[config.mk]
export PLATFORM = sky130hd
export DESIGN_NAME = plic_gateway
export DESIGN_NICKNAME = d
export VERILOG_FILES = /design/src/rtl/plic_gateway.sv
export SDC_FILE = /design/constraint.sdc
export NUM_CORES = 1
export LEC_CHECK = 0
export CAP_MARGIN = 40
export CORE_MARGIN = 2
export CORE_UTILIZATION = 30
export DETAILED_ROUTE_END_ITERATION = 8
export PLACE_DENSITY_LB_ADDON = 0.3
export SYNTH_ARGS = -nofsm -noshare
export SYNTH_HDL_FRONTEND = slang
export SYNTH_SLANG_ARGS = --single-unit
[constraint.sdc]
create_clock -name clk -period 2 [get_ports clk]
set_clock_uncertainty 0.15 [all_clocks]
set_input_delay 0.2 -clock clk [delete_from_list [all_inputs] [get_ports clk]]
set_output_delay 0.2 -clock clk [all_outputs]
set_load 0.05 [all_outputs]
[src/rtl/plic_gateway.sv]
// ---------------------------------------------------------------------------
// plic_gateway
//
// Per-source interrupt gateway for the PLIC. Each raw interrupt line passes
// through a two-flop synchroniser. A small per-source FSM (IDLE / PENDING /
// IN_SERVICE) then turns it into a pending bit. Only one request per source
// can be outstanding until the handler completes it.
//
// Configuration macro: PLIC_EDGE_TRIG_EN
//   undefined : level-triggered. IDLE -> PENDING whenever the synced line is high.
//   defined   : edge-triggered. Rising edges of the synced line are counted in
//               a 2-bit saturating counter, and each IDLE -> PENDING transition
//               consumes one count.
//
// Ports:
//   clk             clock
//   rst_n           synchronous, active-low reset
//   irq_src_i       raw asynchronous interrupt lines, active-high
//   claim_req_i     per-target claim strobe
//   claim_idx_i     per-target source ID being claimed
//   complete_req_i  per-target completion strobe
//   complete_idx_i  per-target source ID being completed
//   irq_pending_o   per-source pending bit (registered)
//
// Source ID n (1..PLIC_SOURCE_COUNT) maps to bit n-1. ID 0 and IDs beyond
// the source count never match a source, so they are ignored.
// ---------------------------------------------------------------------------
module plic_gateway #(
  parameter int PLIC_SOURCE_COUNT = 2,
  parameter int PLIC_TARGET_COUNT = 2,
  parameter int PLIC_SOURCE_WIDTH = 2
) (
  input  logic                                                  clk,
  input  logic                                                  rst_n,
  input  logic [PLIC_SOURCE_COUNT-1:0]                          irq_src_i,
  input  logic [PLIC_TARGET_COUNT-1:0]                          claim_req_i,
  input  logic [PLIC_TARGET_COUNT-1:0][PLIC_SOURCE_WIDTH-1:0]   claim_idx_i,
  input  logic [PLIC_TARGET_COUNT-1:0]                          complete_req_i,
  input  logic [PLIC_TARGET_COUNT-1:0][PLIC_SOURCE_WIDTH-1:0]   complete_idx_i,
  output logic [PLIC_SOURCE_COUNT-1:0]                          irq_pending_o
);

  typedef enum logic [1:0] {
    IDLE       = 2'd0,
    PENDING    = 2'd1,
    IN_SERVICE = 2'd2
  } gw_state_e;

  // Two-flop synchroniser, shared vector for all sources.
  logic [PLIC_SOURCE_COUNT-1:0] sync_meta;
  logic [PLIC_SOURCE_COUNT-1:0] sync_out;

  always_ff @(posedge clk) begin
    if (!rst_n) begin
      sync_meta <= '0;
      sync_out  <= '0;
    end else begin
      sync_meta <= irq_src_i;
      sync_out  <= sync_meta;
    end
  end

  genvar gi;
  generate
    for (gi = 0; gi < PLIC_SOURCE_COUNT; gi++) begin : g_src
      localparam logic [PLIC_SOURCE_WIDTH-1:0] SRC_ID = PLIC_SOURCE_WIDTH'(gi + 1);

      gw_state_e state;
      gw_state_e state_next;
      logic      claim_hit;
      logic      complete_hit;
      logic      request;
      logic      pending_reg;
      logic      pending_next;

      // Any target may claim or complete this source. Duplicate strobes for
      // the same ID collapse into a single hit.
      always_comb begin
        claim_hit    = 1'b0;
        complete_hit = 1'b0;
        for (int t = 0; t < PLIC_TARGET_COUNT; t++) begin
          if (claim_req_i[t] && (claim_idx_i[t] == SRC_ID)) begin
            claim_hit = 1'b1;
          end
          if (complete_req_i[t] && (complete_idx_i[t] == SRC_ID)) begin
            complete_hit = 1'b1;
          end
        end
      end

`ifdef PLIC_EDGE_TRIG_EN
      logic       sync_prev;
      logic [1:0] edge_cnt;
      logic       rise;
      logic       take;

      assign rise    = sync_out[gi] & ~sync_prev;
      assign request = (edge_cnt != 2'd0);
      // One count is consumed exactly when IDLE moves to PENDING.
      assign take    = (state == IDLE) && request;

      always_ff @(posedge clk) begin
        if (!rst_n) begin
          sync_prev <= 1'b0;
          edge_cnt  <= 2'd0;
        end else begin
          sync_prev <= sync_out[gi];
          // An edge and a consume in the same cycle cancel out.
          // Edges arriving at saturation are dropped.
          case ({rise, take})
            2'b10:   if (edge_cnt != 2'd3) edge_cnt <= edge_cnt + 2'd1;
            2'b01:   edge_cnt <= edge_cnt - 2'd1;
            default: edge_cnt <= edge_cnt;
          endcase
        end
      end
`else
      assign request = sync_out[gi];
`endif

      // State register. The pending flop is loaded from the next state, so
      // it tracks state==PENDING with no extra cycle of latency.
      always_ff @(posedge clk) begin
        if (!rst_n) begin
          state       <= IDLE;
          pending_reg <= 1'b0;
        end else begin
          state       <= state_next;
          pending_reg <= pending_next;
        end
      end

      // Next-state logic. Once in service, the source level is ignored until
      // completion. The return to IDLE costs one cycle before re-pending.
      always_comb begin
        state_next = state;
        case (state)
          IDLE:       if (request)      state_next = PENDING;
          PENDING:    if (claim_hit)    state_next = IN_SERVICE;
          IN_SERVICE: if (complete_hit) state_next = IDLE;
          default:                      state_next = IDLE;
        endcase
      end

      // Output decode.
      always_comb begin
        pending_next = (state_next == PENDING);
      end

      assign irq_pending_o[gi] = pending_reg;
    end
  endgenerate

endmodule
metal_density.png
Bar = 10 µm. 8 x 8 tiles, from dark blue (low) to red (high), scaled to the fullest tile. Values are wire area over tile area, all layers added.
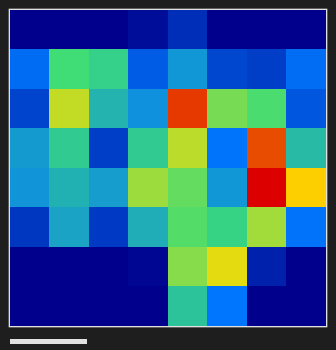
- mean over tiles: 0.073
- densest ninth of the die: middle right
- nearly empty tiles: 27%
- emptiest ninth of the die: lower left
- tiles over half the peak: 23%
- fullest tile: 0.25
DR WL/cell: 9.66 µm
final wirelength: 734 µm

layer_met3.png
Bar = 10 µm.
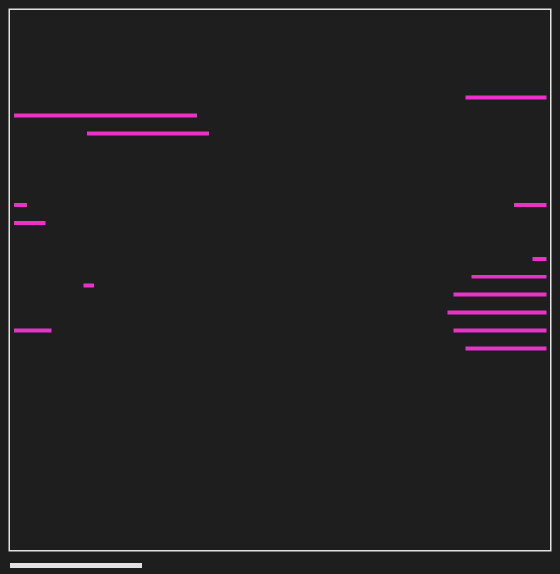
- main direction: horizontal
- wire length on this layer: 68.9 µm
- share of all routed wire: 9.4%
- longest straight run: 13.6 µm
- nets with wire on the layer: 13
routed vias: 360
met3 Usage GRT: 8.15%

==> results.json <==
{
  "post-route-util_pct": 47.8,
  "max_stage_delay_ps": 790,
  "setup_tns_ps": 0,
  "syn_nets": 58,
  "cp.required_ps": 1650,
  "most_common_cell": "dfxtp_1",
  "timing.rr.end": "g_src[1].pending_reg",
  "first_global_vias": 317,
  "htree_levels": 1,
  "grt_pass1_wl_um": 1170,
  "ys_top_cells_by_count": "10 x dfxtp_1, 6 x nand2_1, 5 x nand3b_1",
  "top_cell_area_share_pct": 48.8,
  "ys_async_sr_fraction_pct": 0,
  "ys_seq_share_pct": 48.8,
  "cts-root-buf": "clkbuf_4",
  "synthDistinctLibCells": 14,
  "grt_setup_unrepaired": "false",
  "crit_buf_inv": 1,
  "viasPerCell": 4.74,
  "worstSkewPairLatency_ps": 250,
  "netlist_instances": 42,
  "overflow": 0,
  "diodes": 0,
  "regMostFlops": "g_src.state",
  "nets": 79,
  "slew_headroom_pct": 67.2,
  "globalplace.congestion": 0.659,
  "largest_reg_flops": 4,
  "post_cts_resized": 0,
  "flop_cell": "dfxtp_1",
  "cp-end-kind": "output pin",
  "r2r_slack_ps": 870,
  "grt_use_total_pct": 11.7,
  "reg2reg_from": "g_src[1].state[1]",
  "tool_warnings": 26,
  "drive_gt1_share_pct": 8.20,
  "clk_pin_slew_worst_paths_ps": 60,
  "drc": 0,
  "cts_buffer_depth": 2,
  "yosys_warnings": 0,
  "status": "finished, final reports clean",
  "register_area_um2": 200,
  "fill_cells": 127,
  "synth_flops": 10,
  "maxSlewViolCount": 0,
  "power_density_nw_per_um2": 669,
  "worstHoldStart": "sync_meta[1]",
  "vdd_drop_max_mv": 0.395,
  "hold_depth": 1
}
layer_met1.png
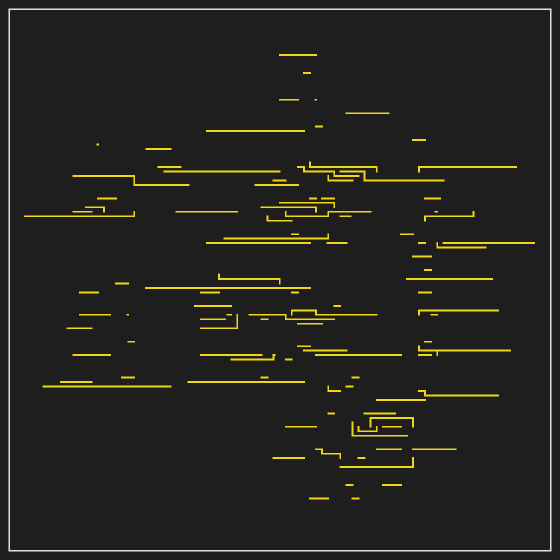
- longest straight run: 12.5 µm
- nets with wire on the layer: 65
- wire length on this layer: 317 µm

placement_by_type.png
Fill, decap, tap and diode cells in gray.
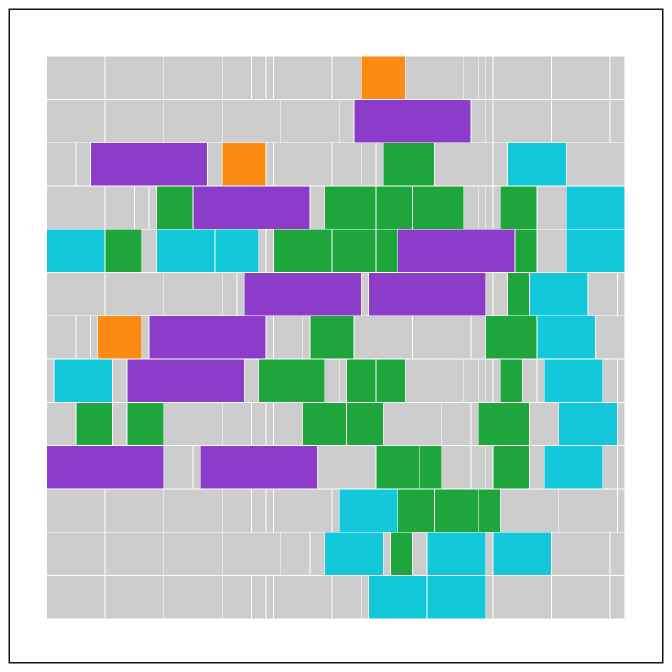
- clock drivers: orange (cells 3)
- flops: purple (cells 10)
- combinational and other logic: green (cells 30)
- other buffers and delay cells: cyan (cells 18)
flop share of the area: 32.6%
CORE AREA: 1280 µm²
Rows: 13

## final cells by class
cell class                      count  share of cell area, %
Sequential cell                    10                   32.6
Multi-Input combinational cell     29                   31.2
Timing Repair Buffer               18                   28.9
Clock buffer                        3                   3.67
Tap cell                           15                   3.05
Inverter                            1                  0.611
## through the flow
step / cell area [µm²] / instances / setup WS (ps) / power, mW
after CTS: 614 / 76 / 271 / 0.419
after global placement: 592 / 73 / 510 / 0.285
after global routing: 614 / 76 / 251 / 0.438
after detailed placement: 592 / 73 / 523 / 0.286
final: 614 / 76 / 290 / 0.411
after floorplan: 410 / 42 / 909 / 0.246
## routing by layer
metal,wire (µm),part of all wire [%],global-route usage [%],vias up
met5,0,0,0,-
met4,11,1.5,5.00,0
met3,68,9.3,8.15,2
met2,336,46,19.1,14
met1,317,43,11.1,152
li1,-,-,-,192
## worst max-delay path by stage
stage                                     from                    to  slack, ps  cells after the start
final                     g_src[1].pending_reg      irq_pending_o[1]        290                      1
after global routing      g_src[0].pending_reg      irq_pending_o[0]        250                      1
after CTS                 g_src[1].pending_reg      irq_pending_o[1]        270                      1
after detailed placement        claim_idx_i[2]     g_src[1].state[1]        520                      4
after global placement          claim_idx_i[2]     g_src[1].state[1]        510                      4
after floorplan              g_src[1].state[1]  g_src[1].pending_reg        910                      3
## cells in the final DEF (no fill, tap or decap), drive strengths merged
master / instances
a31o: 2
a31oi: 1
and2: 4
and2b: 1
and3b: 2
buf: 1
clkbuf: 3
clkdlybuf4s50: 17
dfxtp: 10
inv: 1
nand2: 6
nand3b: 5
nand4bb: 1
o21ai: 2
o22a: 1
o22ai: 4
## report_power, final
part           switching, mW  internal, mW
logic                 0.0261        0.0436
registers            0.00314         0.208
clock network         0.0610        0.0691
total                 0.0903         0.321
## logic make-up after synthesis
| kind of cell | count (synthesis) | share of synthesized area [%] |
|---|---|---|
| flops | 10 | 48.8 |
| compound gates | 10 | 16.5 |
| simple gates | 19 | 30.2 |
| buf+inv | 3 | 4.57 |
Power is estimated from default activity; no workload was simulated.
